## src/rtl/gb_irq_pkg.sv

```systemverilog
// Shared constants for the Game Boy interrupt controller: vector layout,
// default register addresses and the source index enumeration.
package gb_irq_pkg;

  localparam logic [15:0] IRQ_VEC_BASE    = 16'h0040;
  localparam logic [15:0] IRQ_VEC_STRIDE  = 16'd8;
  localparam logic [15:0] ADDR_IF_DEFAULT = 16'hFF0F;
  localparam logic [15:0] ADDR_IE_DEFAULT = 16'hFFFF;
  localparam int          IRQ_MAX         = 8;

  typedef enum logic [2:0] {
    IRQ_VBLANK = 3'd0,
    IRQ_STAT   = 3'd1,
    IRQ_TIMER  = 3'd2,
    IRQ_SERIAL = 3'd3,
    IRQ_JOYPAD = 3'd4
  } irq_src_e;

endpackage

```

## src/rtl/gb_irq_prio_enc.sv

```systemverilog
// Fixed-priority encoder: reports the index of the lowest set bit of vec,
// bit 0 being the highest priority.
module gb_irq_prio_enc #(
  parameter int N = 5
) (
  input  logic [N-1:0] vec,
  output logic         valid,
  output logic [2:0]   idx
);

  // Scan from the top down so the lowest set bit is the last one written.
  always_comb begin
    valid = |vec;
    idx   = 3'd0;
    for (int i = N - 1; i >= 0; i--) begin
      if (vec[i]) idx = 3'(i);
    end
  end

endmodule

```

## src/rtl/gb_interrupt_ctrl.sv

```systemverilog
// IF/IE interrupt controller beside gb_cpu: edge-detected requests, fixed
// priority, CPU bus access and ack clear. Define GB_IRQ_SYNC_EN to add a
// two-flop synchroniser on each request line.
module gb_interrupt_ctrl
  import gb_irq_pkg::*;
#(
  parameter int          NUM_IRQ = 5,
  parameter logic [15:0] ADDR_IF = ADDR_IF_DEFAULT,
  parameter logic [15:0] ADDR_IE = ADDR_IE_DEFAULT
) (
  input  logic               clk,
  input  logic               reset,
  input  logic [15:0]        addr,
  input  logic [7:0]         data_i,
  input  logic               wren,
  input  logic [NUM_IRQ-1:0] irq_i,
  input  logic               clear_interrupt_flag,
  output logic [7:0]         data_o,
  output logic               hit,
  output logic [7:0]         reg_IF,
  output logic [7:0]         reg_IE,
  output logic               irq_pending,
  output logic [15:0]        irq_vector
);

  localparam logic [NUM_IRQ-1:0] IRQ_ONE = NUM_IRQ'(1);

  logic [NUM_IRQ-1:0] irq_i_s;
  logic [NUM_IRQ-1:0] irq_q;
  logic [NUM_IRQ-1:0] if_q;
  logic [NUM_IRQ-1:0] if_next;
  logic [7:0]         ie_q;
  logic [NUM_IRQ-1:0] rise;
  logic [NUM_IRQ-1:0] pend_vec;
  logic               pend_valid;
  logic [2:0]         pend_idx;
  logic               sel_if;
  logic               sel_ie;

`ifdef GB_IRQ_SYNC_EN
  logic [NUM_IRQ-1:0] sync_p0;
  logic [NUM_IRQ-1:0] sync_p1;

  // Synchroniser stages p0 -> p1 for requests from a foreign clock domain.
  always_ff @(posedge clk or posedge reset) begin
    if (reset) begin
      sync_p0 <= '0;
      sync_p1 <= '0;
    end else begin
      sync_p0 <= irq_i;
      sync_p1 <= sync_p0;
    end
  end

  assign irq_i_s = sync_p1;
`else
  assign irq_i_s = irq_i;
`endif

  assign sel_if   = (addr == ADDR_IF);
  assign sel_ie   = (addr == ADDR_IE);
  assign rise     = irq_i_s & ~irq_q;
  assign pend_vec = if_q & ie_q[NUM_IRQ-1:0];

  gb_irq_prio_enc #(.N(NUM_IRQ)) u_prio (
    .vec   (pend_vec),
    .valid (pend_valid),
    .idx   (pend_idx)
  );

  // Ack, then CPU write, then new requests: a fresh edge always survives.
  always_comb begin
    if_next = if_q;
    if (clear_interrupt_flag && pend_valid) if_next = if_next & ~(IRQ_ONE << pend_idx);
    if (wren && sel_if) if_next = data_i[NUM_IRQ-1:0];
    if_next = if_next | rise;
  end

  always_ff @(posedge clk or posedge reset) begin
    if (reset) begin
      if_q  <= '0;
      ie_q  <= 8'h00;
      irq_q <= '0;
    end else begin
      if_q  <= if_next;
      irq_q <= irq_i_s;
      if (wren && sel_ie) ie_q <= data_i;
    end
  end

  // Unimplemented IF bits read as 1, matching the real hardware.
  always_comb begin
    reg_IF              = 8'hFF;
    reg_IF[NUM_IRQ-1:0] = if_q;
  end

  assign reg_IE      = ie_q;
  assign hit         = sel_if | sel_ie;
  assign irq_pending = pend_valid;
  assign irq_vector  = pend_valid ? (IRQ_VEC_BASE + 16'(pend_idx) * IRQ_VEC_STRIDE) : 16'h0000;

  always_comb begin
    data_o = 8'h00;
    if (sel_if)      data_o = reg_IF;
    else if (sel_ie) data_o = reg_IE;
  end

endmodule

```

## config.mk

```make
export PLATFORM = sky130hd
export DESIGN_NAME = gb_interrupt_ctrl
export DESIGN_NICKNAME = d
export VERILOG_FILES = /design/src/rtl/gb_irq_pkg.sv /design/src/rtl/gb_irq_prio_enc.sv /design/src/rtl/gb_interrupt_ctrl.sv
export SDC_FILE = /design/constraint.sdc
export NUM_CORES = 1
export LEC_CHECK = 0
export ABC_AREA = 1
export CORE_AREA = 2 2 60 62
export CTS_BUF_LIST = sky130_fd_sc_hd__clkbuf_8
export DETAILED_ROUTE_END_ITERATION = 12
export DIE_AREA = 0 0 62 64
export PLACE_DENSITY = 0.82
export SLEW_MARGIN = 20
export SYNTH_ARGS = -nofsm -noshare
export SYNTH_HDL_FRONTEND = slang
export SYNTH_SLANG_ARGS = --single-unit
```

## constraint.sdc

```tcl
create_clock -name clk -period 1.4 [get_ports clk]
set_clock_uncertainty 0.1 [all_clocks]
set_input_delay 0.28 -clock clk [delete_from_list [all_inputs] [get_ports clk]]
set_output_delay 0.28 -clock clk [all_outputs]
set_load 0.01 [all_outputs]
```

**Ports around the boundary**

Scale: 8 px per um. Pins as bars across the die edge, other pins in grey.
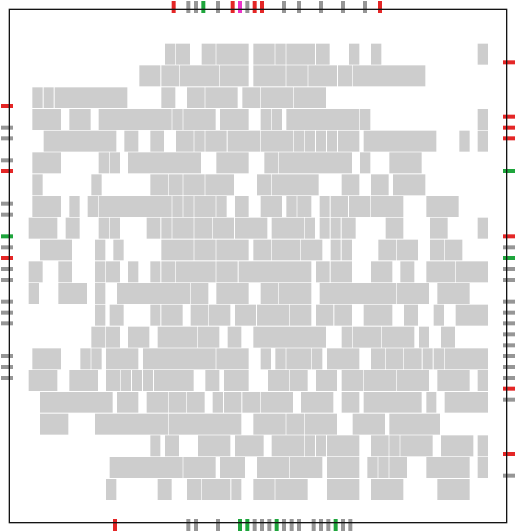
legend:
  green:
    port: data_o
    pins: 8
    direction: output
    edge: 4 south, 2 east, 1 west, 1 north
  magenta:
    port: clear_interrupt_flag
    pins: 1
    direction: input
    edge: north
  red:
    port: irq_vector
    pins: 16
    direction: output
    edge: 7 east, 5 north, 3 west, 1 south

**Metal layers overlaid**

Scale: 8 px per um. Two of the layers only.
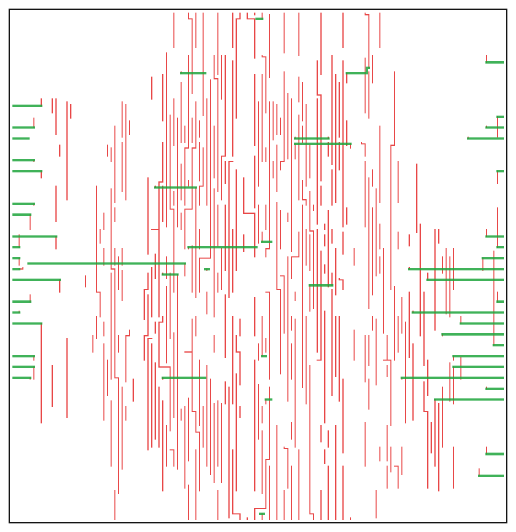
legend:
  green:
    layer: met3
    wire_length: 211 um
  red:
    layer: met2
    wire_length: 2,240 um
vias post-DR: 1,439
DRT Wirelength: 4190 um
Avg WL per Cell: 13.3 um

**Placed standard cells**

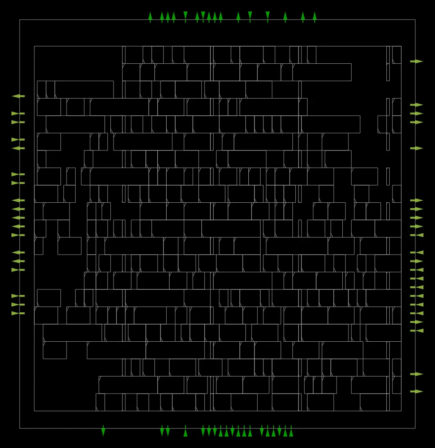
Core Box Area: 3280 sq um
num rows: 21
flop share of the area: 19.5%
fin util: 70.6%

**Sizing map**

Scale: 8 px per um.
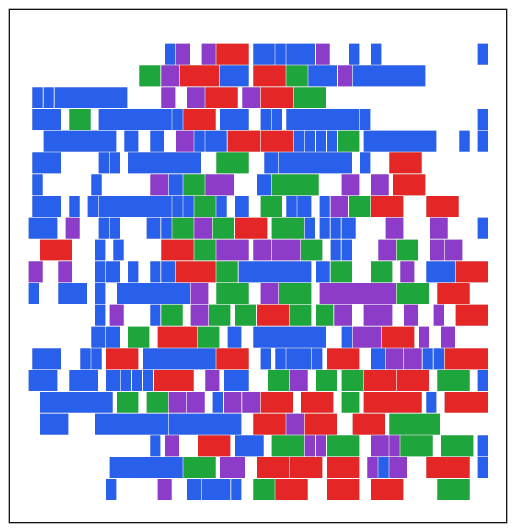
legend:
  blue:
    size: drive 1 or less
    cells: 124
    most_used: nand2_1
  green:
    size: drive 3 to 4
    cells: 45
    most_used: buf_4
  purple:
    size: drive 2
    cells: 57
    most_used: nand2_2
  red:
    size: drive 6 and up
    cells: 44
    most_used: buf_6

**Wires at chosen ports, followed through buffers**

Scale: 4 px per um.
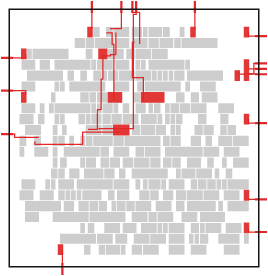
legend:
  red:
    port: irq_vector
    direction: output
    end_cells: 16
    buffers: 4
    wire: 198 um

==> Changelog: implementation <==
### Changed

* Gr ovfl total at 0
* FF-to-FF setup slack at -50 ps
* Outcome: finished, violations left
* Number of diodes at 0
* Most frequent cells in the layout: buf_6, nand2_1, buf_4, nand2_2, dfrtp_1
* Final WS setup at -228 ps
* Ys flops at 18
* Wire length of the first global-routing pass at about 6300 um
* Largest class: non-clock buffers
* Clk pwr at around 450 uW
* Complex Gates by Area at approximately 2.4%
* Distinct lib cells at 20
* Clock share of power at about two fifths
* Synth top cell by count: nand2_1
* Hpwl dp at 2580 um
* Pwr per Cell Area at between 500 and 600 nW/um^2
* Cycle use final at 116%
* Vias per cell at roughly 4.6
* M1 WL at approximately 1600 um
* Failing checks: setup timing
* Initial Utilization at a little over a third
* Setup-failing EPs final at 16
* Worst endpoint required time at roughly 1000 ps
* Met2 usage at ~39%
* Critical Path Start: if_q[2]
* Initial antenna violation count at 0
* Levels on crit path at 5
* CTS Hold Bufs at 0
* Cell Chain, Critical Path: nand2_2 -> nand2_4 -> nor2_4 -> nand2_2 -> buf_6
* RSZ-0062 raised after global routing: true
* Xor/xnor share of the synthesized area at 0%
* YS chip area at 1160 sq um
* GR Util met3 at ~2.6%
* Synth cell count leaders: nand2_1, dfrtp_1, nand3_1, buf_4, nor2_1
* Most used logic cell in the final layout: buf_6
* Die width at just over 60 um
* Post-CTS sizing at roughly 210
* Vias in the first global route at around 1,400
* Layout Cells excl Fill at between 300 and 400
* Inverters excl. clock at 20
* ClkCell Share at under 10%
* N_taps at 46
* Minimum clock period at roughly 1600 ps
* # Cells Yosys at approximately 170
* Asr flop ratio synth at 100%
* R2r startpoint: if_q[2]
No activity file was given, so power comes from the tool's default toggle rates.
